--- config.mk ---
export PLATFORM = sky130hd
export DESIGN_NAME = vedic_seq_mult
export DESIGN_NICKNAME = d
export VERILOG_FILES = /design/src/rtl/vedic_pkg.sv /design/src/rtl/vedic2bit.sv /design/src/rtl/vedic_seq_mult.sv
export SDC_FILE = /design/constraint.sdc
export NUM_CORES = 1
export LEC_CHECK = 0
export CAP_MARGIN = 20
export CORE_MARGIN = 3
export CORE_UTILIZATION = 33
export CTS_CLUSTER_DIAMETER = 100
export DETAILED_ROUTE_END_ITERATION = 8
export GPL_TIMING_DRIVEN = 0
export HOLD_SLACK_MARGIN = 0.05
export PLACE_DENSITY = 0.54
export SYNTH_ARGS = -nofsm -noshare
export SYNTH_HDL_FRONTEND = slang
export SYNTH_HIERARCHICAL = 1
export SYNTH_SLANG_ARGS = --single-unit
--- constraint.sdc ---
create_clock -name clk -period 4.1 [get_ports clk]
set_input_delay 0.82 -clock clk [delete_from_list [all_inputs] [get_ports clk]]
set_output_delay 0.82 -clock clk [all_outputs]
set_load 0.02 [all_outputs]
--- src/rtl/vedic_pkg.sv ---
// Shared definitions for the sequential Vedic multiplier: FSM encoding,
// default operand width and the digit-product cycle count.
package vedic_pkg;

  typedef enum logic [1:0] {
    ST_IDLE = 2'd0,
    ST_MUL  = 2'd1,
    ST_DONE = 2'd2
  } vedic_state_t;

  localparam int VEDIC_DEFAULT_WIDTH = 8;

  // One 2x2 digit product per cycle, every A digit against every B digit.
  function automatic int mul_cycles(input int width);
    return (width / 2) * (width / 2);
  endfunction

endpackage

--- src/rtl/vedic2bit.sv ---
// 2x2 Vedic (Urdhva-Tiryagbhyam) multiplier core: 2-bit A, 2-bit B, 4-bit M.
module vedic2bit (
  input  logic [1:0] A,
  input  logic [1:0] B,
  output logic [3:0] M
);

  logic cross_hi;
  logic cross_lo;
  logic carry1;

  assign cross_hi = A[1] & B[0];
  assign cross_lo = A[0] & B[1];
  assign carry1   = cross_hi & cross_lo;

  assign M[0] = A[0] & B[0];
  assign M[1] = cross_hi ^ cross_lo;
  assign M[2] = (A[1] & B[1]) ^ carry1;
  assign M[3] = (A[1] & B[1]) & carry1;

endmodule

--- src/rtl/vedic_seq_mult.sv ---
// Sequential unsigned multiplier: one 2x2 Vedic digit product per cycle,
// accumulated into a 2*WIDTH result. Optional macro VEDIC_ZERO_SKIP_EN.
module vedic_seq_mult
  import vedic_pkg::*;
#(
  parameter int WIDTH = VEDIC_DEFAULT_WIDTH
) (
  input  logic               clk,
  input  logic               rst_n,
  input  logic               in_valid,
  output logic               in_ready,
  input  logic [WIDTH-1:0]   A,
  input  logic [WIDTH-1:0]   B,
  output logic               out_valid,
  input  logic               out_ready,
  output logic [2*WIDTH-1:0] M
);

  localparam int DIGITS = WIDTH / 2;
  localparam int NCYC   = mul_cycles(WIDTH);
  localparam int CNT_W  = (NCYC > 1) ? $clog2(NCYC) : 1;
  localparam int DIG_W  = (DIGITS > 1) ? $clog2(DIGITS) : 1;
  localparam int PW     = 2 * WIDTH;

  vedic_state_t     state_q, state_d;
  logic [WIDTH-1:0] a_q, a_d;
  logic [WIDTH-1:0] b_q, b_d;
  logic [PW-1:0]    acc_q, acc_d;
  logic [CNT_W-1:0] cnt_q, cnt_d;

  logic             accept;
  logic             last_cnt;
  logic [DIG_W-1:0] dig_i;
  logic [DIG_W-1:0] dig_j;
  logic [DIG_W:0]   dig_sum;
  logic [1:0]       a_dig;
  logic [1:0]       b_dig;
  logic [3:0]       pp;
  logic [PW-1:0]    pp_shifted;

  assign accept   = in_valid && in_ready;
  assign last_cnt = (cnt_q == CNT_W'(NCYC - 1));

  // cnt walks A digits fastest, then B digits.
  assign dig_i   = DIG_W'(int'(cnt_q) % DIGITS);
  assign dig_j   = DIG_W'(int'(cnt_q) / DIGITS);
  assign dig_sum = {1'b0, dig_i} + {1'b0, dig_j};
  assign a_dig   = a_q[{dig_i, 1'b0} +: 2];
  assign b_dig   = b_q[{dig_j, 1'b0} +: 2];

  vedic2bit u_core (
    .A (a_dig),
    .B (b_dig),
    .M (pp)
  );

  assign pp_shifted = PW'(pp) << {dig_sum, 1'b0};

`ifdef VEDIC_ZERO_SKIP_EN
  logic zero_op;
  assign zero_op = (A == '0) || (B == '0);
`endif

  // State and datapath registers.
  always_ff @(posedge clk or negedge rst_n) begin
    if (!rst_n) begin
      state_q <= ST_IDLE;
      a_q     <= '0;
      b_q     <= '0;
      acc_q   <= '0;
      cnt_q   <= '0;
    end else begin
      state_q <= state_d;
      a_q     <= a_d;
      b_q     <= b_d;
      acc_q   <= acc_d;
      cnt_q   <= cnt_d;
    end
  end

  // Next-state logic.
  always_comb begin
    state_d = state_q;
    case (state_q)
      ST_IDLE: begin
        if (accept) begin
`ifdef VEDIC_ZERO_SKIP_EN
          if (zero_op) state_d = ST_DONE;
          else         state_d = ST_MUL;
`else
          state_d = ST_MUL;
`endif
        end
      end
      ST_MUL:  if (last_cnt) state_d = ST_DONE;
      ST_DONE: if (out_valid && out_ready) state_d = ST_IDLE;
      default: state_d = ST_IDLE;
    endcase
  end

  // Operand latch, digit counter and accumulator.
  always_comb begin
    a_d   = a_q;
    b_d   = b_q;
    acc_d = acc_q;
    cnt_d = cnt_q;
    if (accept) begin
      a_d   = A;
      b_d   = B;
      acc_d = '0;
      cnt_d = '0;
    end else if (state_q == ST_MUL) begin
      acc_d = acc_q + pp_shifted;
      cnt_d = last_cnt ? '0 : cnt_q + CNT_W'(1);
    end
  end

  // Outputs.
  always_comb begin
    in_ready  = (state_q == ST_IDLE);
    out_valid = (state_q == ST_DONE);
    M         = acc_q;
  end

endmodule

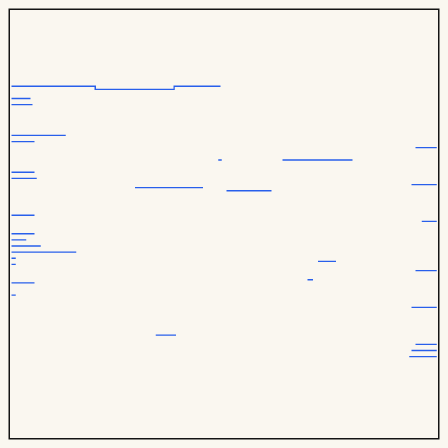
*Metal 3*
longest straight run: 18.4 µm
share of all routed wire: 3.4%

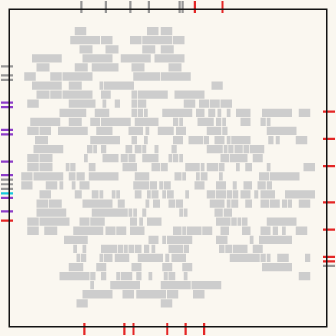
*Ports around the boundary*
Pins as bars across the die edge, other pins in gray.
legend:
  red:
    port: M
    pins: 16
    direction: output
    edge: 7 east, 6 south, 2 north, 1 west
  cyan:
    port: out_ready
    pins: 1
    direction: input
    edge: west
  purple:
    port: A
    pins: 8
    direction: input
    edge: west
all pins by edge: 16 west, 8 north, 8 east, 6 south
Chip Width: 94.7 µm
Die H: 94.7 µm
PortBufs: 37

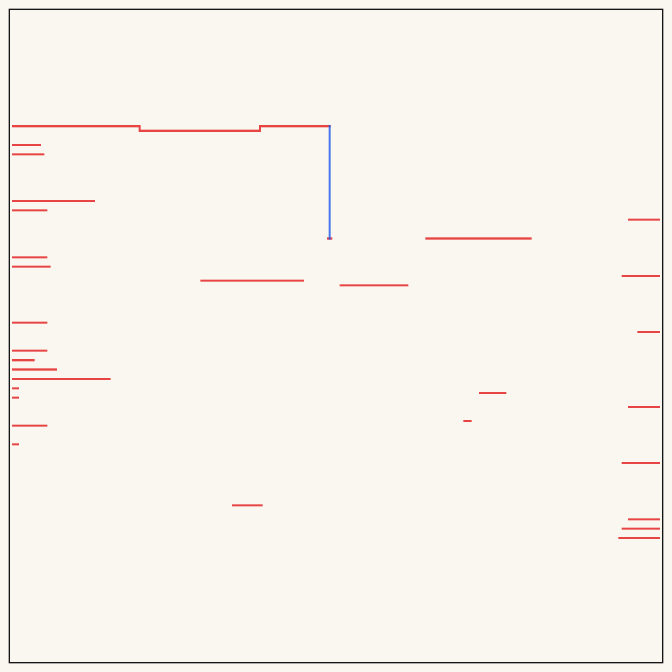
*Metal layers overlaid*
Two of the layers only.
legend:
  blue:
    layer: met4
    wire_length: 16.3 µm
  red:
    layer: met3
    wire_length: 208 µm

==> out/qor.csv <==
metric,value,unit
worstMarginPinSlew,0.883,ns
stdcell_count,406,
vias,2091,
ys_cells,261,
seq_power,666,µW
r2r_cells,14,
rr_endpoint,M[8],
endpoint,M[8],
p_total,2.56,mW
yosysTopAreaCell,dfrtp_1,
highest_layer,met4,
ys_chip_area,2600,µm²
diodes,0,
startpoint,cnt_q[2],
outcome,"finished, final reports clean",
syn-instance-count,261,
drv_slew,0,
xor_share,4.04,%
drtPass1Iterations,4,
slew_headroom,41.0,%
dr.first_iter.drc_count,82,
final-seq-area,951,µm²
yosysMostFrequentCell,dfrtp_1,
cap_violations,0,
clock_skew,0.0149,ns
setup_slack,0.230,ns
dieArea,8980,µm²
final-hold-violation-count,0,
swShare,43.6,%
syn_avg_cell_area,9.96,µm²
grt_use_met3,2.87,%
initCoreUtil,34.9,%
comb_share,48.6,%
finalSetupTns,0,ns
ctsHoldBuffers,0,
row_count,31,
powerDensity,789,nW/µm²
layout-drive-gt1-share,15.0,%
mostFrequentLayoutCells,"dfrtp_1 (38), clkdlybuf4s50_1 (36), nand2_1 (24)",
post-route-min-period,3.87,ns
logic_family,AND-OR/OR-AND gates,
required,4.29,ns
ff_count,38,
layout_top_cell,dfrtp_1,
worst max-delay path: stages, from the launching register on:
cell and delay, ns:
dfrtp_1 0.36, clkbuf_2 0.21, mux4_2 0.55, and2_1 0.18, ha_1 0.17, ha_1 0.32
mux2i_2 0.29, nor2_1 0.11, ha_1 0.34, nor2b_4 0.16, o211ai_4 0.18, a31oi_4 0.16
o21a_1 0.20, or3_1 0.31, a32o_1 0.26
sequential cells by signal, indices dropped and copies added (netlist names):
signal / flops
a_q: 8
b_q: 8
state_q: 2
M: 16
cnt_q: 4
